--- src/rtl/vstride_addrgen.sv ---
// rtl/vstride_addrgen.sv - strided vector address generator
//
// Purpose:
//   On a start command, reads one stride from the stride register file, then
//   emits vl element addresses (base, base+s, base+2s, ...) over a
//   valid/ready interface at up to one address per cycle.
//   Sits between vector instruction decode and the vector load/store unit.
//
// Optional feature (macro VSTRIDE_ELEMSCALE_EN):
//   Adds input esize[1:0] (0=byte .. 3=dword), sampled with start. The
//   effective stride becomes sr_data << esize, truncated to WIDTH. The base
//   is not scaled. When the macro is undefined, sr_data is a byte stride.
//
// Ports:
//   clk, resetn       clock, asynchronous active-low reset
//   start             command pulse, sampled only while idle
//   flush             synchronous abort, back to idle next cycle, no done
//   base              base address (sampled with start)
//   stride_reg        stride register index (sampled with start)
//   vl                vector length 0..MVL (sampled with start)
//   esize             element size shift (only with VSTRIDE_ELEMSCALE_EN)
//   sr_reg, sr_en     stride register file read address / enable
//   sr_data           stride register file data, valid the cycle after sr_en
//   addr, addr_idx    element address and its index
//   addr_last         marks the final element
//   addr_valid/ready  element handshake
//   busy              high whenever not idle
//   done              one-cycle pulse after the last element is accepted

module vstride_addrgen #(
  parameter int WIDTH       = 32,
  parameter int LOG2NUMREGS = 3,
  parameter int LOG2MVL     = 6
) (
  input  logic                   clk,
  input  logic                   resetn,
  input  logic                   start,
  input  logic                   flush,
  input  logic [WIDTH-1:0]       base,
  input  logic [LOG2NUMREGS-1:0] stride_reg,
  input  logic [LOG2MVL:0]       vl,
`ifdef VSTRIDE_ELEMSCALE_EN
  input  logic [1:0]             esize,
`endif
  output logic [LOG2NUMREGS-1:0] sr_reg,
  output logic                   sr_en,
  input  logic [WIDTH-1:0]       sr_data,
  output logic [WIDTH-1:0]       addr,
  output logic [LOG2MVL-1:0]     addr_idx,
  output logic                   addr_last,
  output logic                   addr_valid,
  input  logic                   addr_ready,
  output logic                   busy,
  output logic                   done
);

  typedef enum logic [2:0] {
    S_IDLE  = 3'd0,
    S_FETCH = 3'd1,
    S_LOAD  = 3'd2,
    S_GEN   = 3'd3,
    S_DONE  = 3'd4
  } state_t;

  localparam logic [LOG2MVL:0] C_MVL = {1'b1, {LOG2MVL{1'b0}}};
  localparam logic [LOG2MVL:0] C_ONE = (LOG2MVL+1)'(1);
  localparam logic [LOG2MVL:0] C_TWO = (LOG2MVL+1)'(2);

  state_t                 r_state;
  logic [WIDTH-1:0]       r_base;
  logic [WIDTH-1:0]       r_stride;
  logic [WIDTH-1:0]       r_addr;
  logic [LOG2MVL:0]       r_vl;
  logic [LOG2MVL:0]       r_remain;
  logic [LOG2MVL-1:0]     r_idx;
  logic [LOG2NUMREGS-1:0] r_sr_reg;
  logic                   r_sr_en;
  logic                   r_valid;
  logic                   r_last;
  logic                   r_busy;
  logic                   r_done;

  logic [WIDTH-1:0]       w_stride_eff;
  logic [LOG2MVL:0]       w_vl_clamped;
  logic                   w_accept;

`ifdef VSTRIDE_ELEMSCALE_EN
  logic [1:0]             r_esize;
  // Shift by element size; bits shifted past WIDTH are dropped.
  assign w_stride_eff = sr_data << r_esize;
`else
  assign w_stride_eff = sr_data;
`endif

  // Lengths above MVL would overrun the element index; saturate them.
  assign w_vl_clamped = (vl > C_MVL) ? C_MVL : vl;
  assign w_accept     = r_valid & addr_ready;

  always_ff @(posedge clk or negedge resetn) begin
    if (!resetn) begin
      r_state  <= S_IDLE;
      r_base   <= '0;
      r_stride <= '0;
      r_addr   <= '0;
      r_vl     <= '0;
      r_remain <= '0;
      r_idx    <= '0;
      r_sr_reg <= '0;
      r_sr_en  <= 1'b0;
      r_valid  <= 1'b0;
      r_last   <= 1'b0;
      r_busy   <= 1'b0;
      r_done   <= 1'b0;
`ifdef VSTRIDE_ELEMSCALE_EN
      r_esize  <= '0;
`endif
    end else if (flush) begin
      // Abort wins over every transition; a pending read is simply dropped
      // because LOAD is never reached.
      r_state <= S_IDLE;
      r_sr_en <= 1'b0;
      r_valid <= 1'b0;
      r_last  <= 1'b0;
      r_busy  <= 1'b0;
      r_done  <= 1'b0;
    end else begin
      case (r_state)
        S_IDLE: begin
          r_done <= 1'b0;
          if (start) begin
            r_busy <= 1'b1;
            if (vl == '0) begin
              // Empty vector: skip the register read and report done.
              r_state <= S_DONE;
              r_done  <= 1'b1;
            end else begin
              r_state  <= S_FETCH;
              r_base   <= base;
              r_vl     <= w_vl_clamped;
              r_sr_reg <= stride_reg;
              r_sr_en  <= 1'b1;
`ifdef VSTRIDE_ELEMSCALE_EN
              r_esize  <= esize;
`endif
            end
          end
        end

        S_FETCH: begin
          // sr_en was high for exactly this cycle; data arrives during LOAD.
          r_sr_en <= 1'b0;
          r_state <= S_LOAD;
        end

        S_LOAD: begin
          r_stride <= w_stride_eff;
          r_addr   <= r_base;
          r_idx    <= '0;
          r_remain <= r_vl;
          r_valid  <= 1'b1;
          r_last   <= (r_vl == C_ONE);
          r_state  <= S_GEN;
        end

        S_GEN: begin
          if (w_accept) begin
            if (r_remain == C_ONE) begin
              // Final element taken; index is not advanced so it never
              // wraps at vl = MVL.
              r_valid <= 1'b0;
              r_last  <= 1'b0;
              r_done  <= 1'b1;
              r_state <= S_DONE;
            end else begin
              r_addr   <= r_addr + r_stride;
              r_idx    <= r_idx + LOG2MVL'(1);
              r_remain <= r_remain - C_ONE;
              r_last   <= (r_remain == C_TWO);
            end
          end
        end

        S_DONE: begin
          r_done  <= 1'b0;
          r_busy  <= 1'b0;
          r_state <= S_IDLE;
        end

        default: begin
          r_state <= S_IDLE;
          r_sr_en <= 1'b0;
          r_valid <= 1'b0;
          r_last  <= 1'b0;
          r_busy  <= 1'b0;
          r_done  <= 1'b0;
        end
      endcase
    end
  end

  assign sr_reg     = r_sr_reg;
  assign sr_en      = r_sr_en;
  assign addr       = r_addr;
  assign addr_idx   = r_idx;
  assign addr_last  = r_last;
  assign addr_valid = r_valid;
  assign busy       = r_busy;
  assign done       = r_done;

endmodule

--- config.mk ---
export PLATFORM = sky130hd
export DESIGN_NAME = vstride_addrgen
export DESIGN_NICKNAME = d
export VERILOG_FILES = /design/src/rtl/vstride_addrgen.sv
export SDC_FILE = /design/constraint.sdc
export NUM_CORES = 1
export LEC_CHECK = 0
export ABC_CLOCK_PERIOD_IN_PS = 3150
export CAP_MARGIN = 40
export CORE_ASPECT_RATIO = 1.5
export CORE_MARGIN = 5
export CORE_UTILIZATION = 53
export DETAILED_ROUTE_END_ITERATION = 12
export GPL_TIMING_DRIVEN = 0
export PLACE_DENSITY = 0.8
export RECOVER_POWER = 25
export SYNTH_ARGS = -nofsm -noshare
export SYNTH_HDL_FRONTEND = slang
export SYNTH_SLANG_ARGS = --single-unit
--- constraint.sdc ---
create_clock -name clk -period 3.15 [get_ports clk]
set_clock_uncertainty 0.05 [all_clocks]
set_input_delay 0.4725 -clock clk [delete_from_list [all_inputs] [get_ports clk]]
set_output_delay 0.4725 -clock clk [all_outputs]
set_load 0.02 [all_outputs]
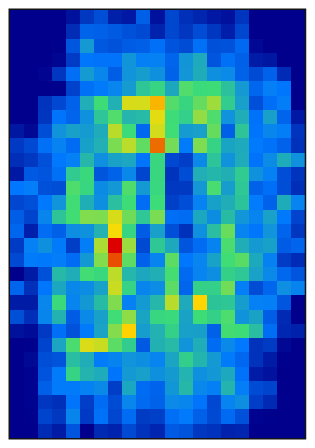
**Above:** signal metal coverage by tile.
21 x 30 tiles, from dark blue (low) to red (high), scaled to the fullest tile. Values are wire area over tile area, all layers added.
emptiest ninth of the die	upper left
tiles over half the peak	11%
mean over tiles	0.20
fullest tile	0.75
nearly empty tiles	13%
total number of vias: 5865
combined global-route utilization of all metal layers: 25.6%
final routed wire length divided by cell count: 19.1 um

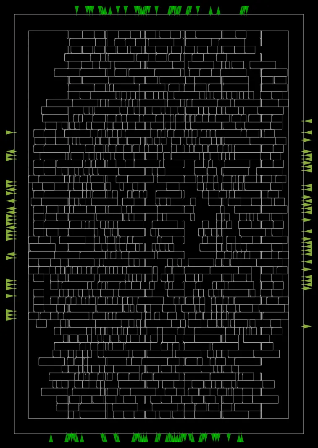
**Above:** cell placement.
tap cell count: 159
area of the core: 0.0129 mm2
sequential share of cell area: 35.4%
fill cell instance count of the final layout: 968

==> impl_metrics.tcl <==
# collected from the flow reports
set metrics [dict create \
    run_status "completed" \
    yosysWarningCount 0 \
    yosys-stat-area_mm2 0.00693 \
    max_freq_mhz 331 \
    synth_simple_gate_area_share_pct 13.6 \
    io_buffer_count 124 \
    clk_latency_ns 0.41 \
    drt-pass1-iter-count 5 \
    chip_area_mm2 0.0155 \
    setup_repair_after_global_routing_missed_its_margin "no" \
    final_area_mm2 0.00898 \
    period_needed_ns 3.02 \
    final_layout_top_logic_cells "sky130_fd_sc_hd__dfrtp_1, sky130_fd_sc_hd__clkdlybuf4s50_1, sky130_fd_sc_hd__a21oi_1, sky130_fd_sc_hd__mux2_2, sky130_fd_sc_hd__nand2_1" \
    ys_ff 127 \
    synth-edff-count 0 \
    clkTransAtPathRegs_ns 0.06 \
    critical_path.max_stage_delay_ns 0.45 \
    cts.sink_count 127 \
    detailed_place.area_mm2 0.00841 \
    cts_setup_buffers 0 \
    synth_cell_type_count 68 \
    postSynthCellCount 676 \
    slew_violations 0 \
    synth.top_cells.by_area "sky130_fd_sc_hd__dfrtp_1, sky130_fd_sc_hd__mux2_2, sky130_fd_sc_hd__ha_1" \
    maxCapViolCount 0 \
    post_cts_hold_buffer_count 1 \
    cp_slowest_cell "sky130_fd_sc_hd__fa_1" \
    floorplan.io_pins 125 \
    finalNonFillerCells 993 \
    yosysSeqAreaShare_pct 45.8 \
    end_kind "flop" \
    number_of_antenna_violations_at_the_first_check_in_global_routing 0 \
    worst_path_dominant_cell_family "AND-OR/OR-AND gates" \
    timing.setup.critical_path_class "flop to flop" \
    hold_path_class "flop to flop" \
    critical_path_peak_fanout 4 \
    least_margin_pin_slew_ns 1.33 \
    final-comb-area_mm2 0.00357 \
    grt_max_degree 77 \
    cts_tree "yes" \
    floorplan.initialDensity_pct 53.8 \
    share_of_the_synthesized_area_in_the_top_cell_type_pct 45.8 \
    cts_buffer_depth 2 \
    slew_headroom_pct 11.5 \
    wirelength_met1_mm 7.45 \
    openroad.warnings 28 \
    sequential_cell_area_mm2 0.00318 \
    required_ns 3.40 \
    fp-row-count 51 \
    routed_wirelength_mm 19.0 \
    total_leakage_power_uw 0.00390 \
    antenna_cells_inserted 0 \
    largest_area_cell "sky130_fd_sc_hd__dfrtp_1" \
    final_period_util_pct 95.9 \
    yosysMostFrequentCell "sky130_fd_sc_hd__dfrtp_1" \
    die-width_um 103 \
    cts_inserted_buffers 17 \
    layout-area-overhead-vs-synth_pct 29.5 \
    synthAdderAreaFrac_pct 6.61 \
    timing.critical_path.buf_inv 0 \
    mux_share_pct 11.2 \
    startpoint_type "flop" \
    ys_async_sr_fraction_pct 100 \
    syn_nets 791 \
    grt_first_pass_wirelength_mm 30.8 \
    number_of_hold_violations_in_the_final_report 0 \
    design.final.nets 937 \
    dpl.cell_count 961 \
    routed-wl-met2_mm 10.0 \
    route.detailed.vias_per_inst 5.91 \
    gp_routability_congestion 0.948 \
    synthTopCellsByCount "sky130_fd_sc_hd__dfrtp_1, sky130_fd_sc_hd__a21oi_1, sky130_fd_sc_hd__mux2_2" \
    cts_resized 0 \
    vdd_ir_drop_max_mv 0.501 \
    ys_sh_xor_pct 3.79 \
    post_synthesis_cell_area_mm2 0.00693 \
    grt_pass1_vias 6286 \
    p_per_area_mw_per_mm2 953 \
    post-dp-hpwl_mm 14.1 \
    route.detailed.drc 0 \
    h-tree-depth 4 \
    post_synth_main_logic_family "AND-OR/OR-AND gates" \
    final_antenna_net_count 0 \
    die_h_um 150 \
    layout_top_cell "sky130_fd_sc_hd__dfrtp_1" \
    cts_root_buf "sky130_fd_sc_hd__clkbuf_16" \
    synth_area_per_cell_um2 10.3 \
    uppermost_routed_layer "met4" \
    grt_overflow_total 0 \
    flop_cell "sky130_fd_sc_hd__dfrtp_1" \
    drt_iter0_markers 213 \
    cells_along_the_critical_path "ha_1, fa_1, a211oi_2, o21ai_2, nand4_1, nand4_1, a21oi_1, o21ai_0, a21oi_1, or4_1, nand3_1" \
    synth_compound_gate_area_share_pct 16.4 \
    final-setup-viol-count 0 \
    met3_length_um 896 \
    drive_gt1_share_pct 16.1 \
    yosysCellCount 676 \
    worstPathArrival_ns 3.27 \
]
[path summary, 6_finish.rpt]
kind                       slack (ns)  cells past startpoint    start           end
max in group asynchronous        1.23                      3   resetn  r_stride[14]
min                              0.44                      1     done          done
min in group asynchronous        0.84                      2   resetn    addr_valid
max reg2reg                      0.13                     11  addr[0]      addr[28]
min reg2reg                      0.44                      1     done          done
max                              0.13                     11  addr[0]      addr[28]
[final cells by class]
type,instances,share of cell area [%]
Buffer,28,1.46
Clock buffer,22,5.06
Clock inverter,9,1.24
Inverter,13,0.544
Multi-Input combinational cell,508,39.8
Sequential cell,127,35.4
Tap cell,159,2.22
Timing Repair Buffer,127,14.3
[cell families (layout without fill, tap and decap cells)]
| group | Yosys count | in the layout |
|---|---|---|
| AOI/OAI and AO/OA | 185 | 185 |
| xor gates and xnor gates | 30 | 30 |
| adders and majority gates | 36 | 36 |
| buffers and inverters | 41 | 199 |
| DFF | 127 | 127 |
| muxes | 69 | 69 |
| and+or+nand+nor | 188 | 188 |
[metal layers]
layer	vias up	global-route usage, %
met3	53	4.10
met4	0	11.5
met5	-	0
li1	2749	-
met1	2865	30.5
met2	198	44.6
[stage by stage]
| step | utilization (%) | hold WS [ns] | TNS, ns | setup slack [ns] | total power [uW] |
|---|---|---|---|---|---|
| detailed placement | 65.2 | 0.394 | 0 | 0.203 | 6610 |
| floorplan | - | 0.127 | 0 | 0.448 | 5370 |
| finish | 69.6 | 0.439 | 0 | 0.128 | 8550 |
| CTS | 69.7 | 0.450 | 0 | 0.188 | 8570 |
| global placement | 64.9 | 0.421 | -411.43 | -3.25 | 6460 |
| global route | 69.6 | 0.463 | 0 | 0.0000138 | 9100 |
[power by group]
part | switching, uW | internal (uW) | total, uW
Clock | 711 | 1180 | 1890
Sequential | 443 | 2150 | 2590
Combinational | 2170 | 1890 | 4070
Power figures rest on the tool's default switching activity, not on a simulated workload.
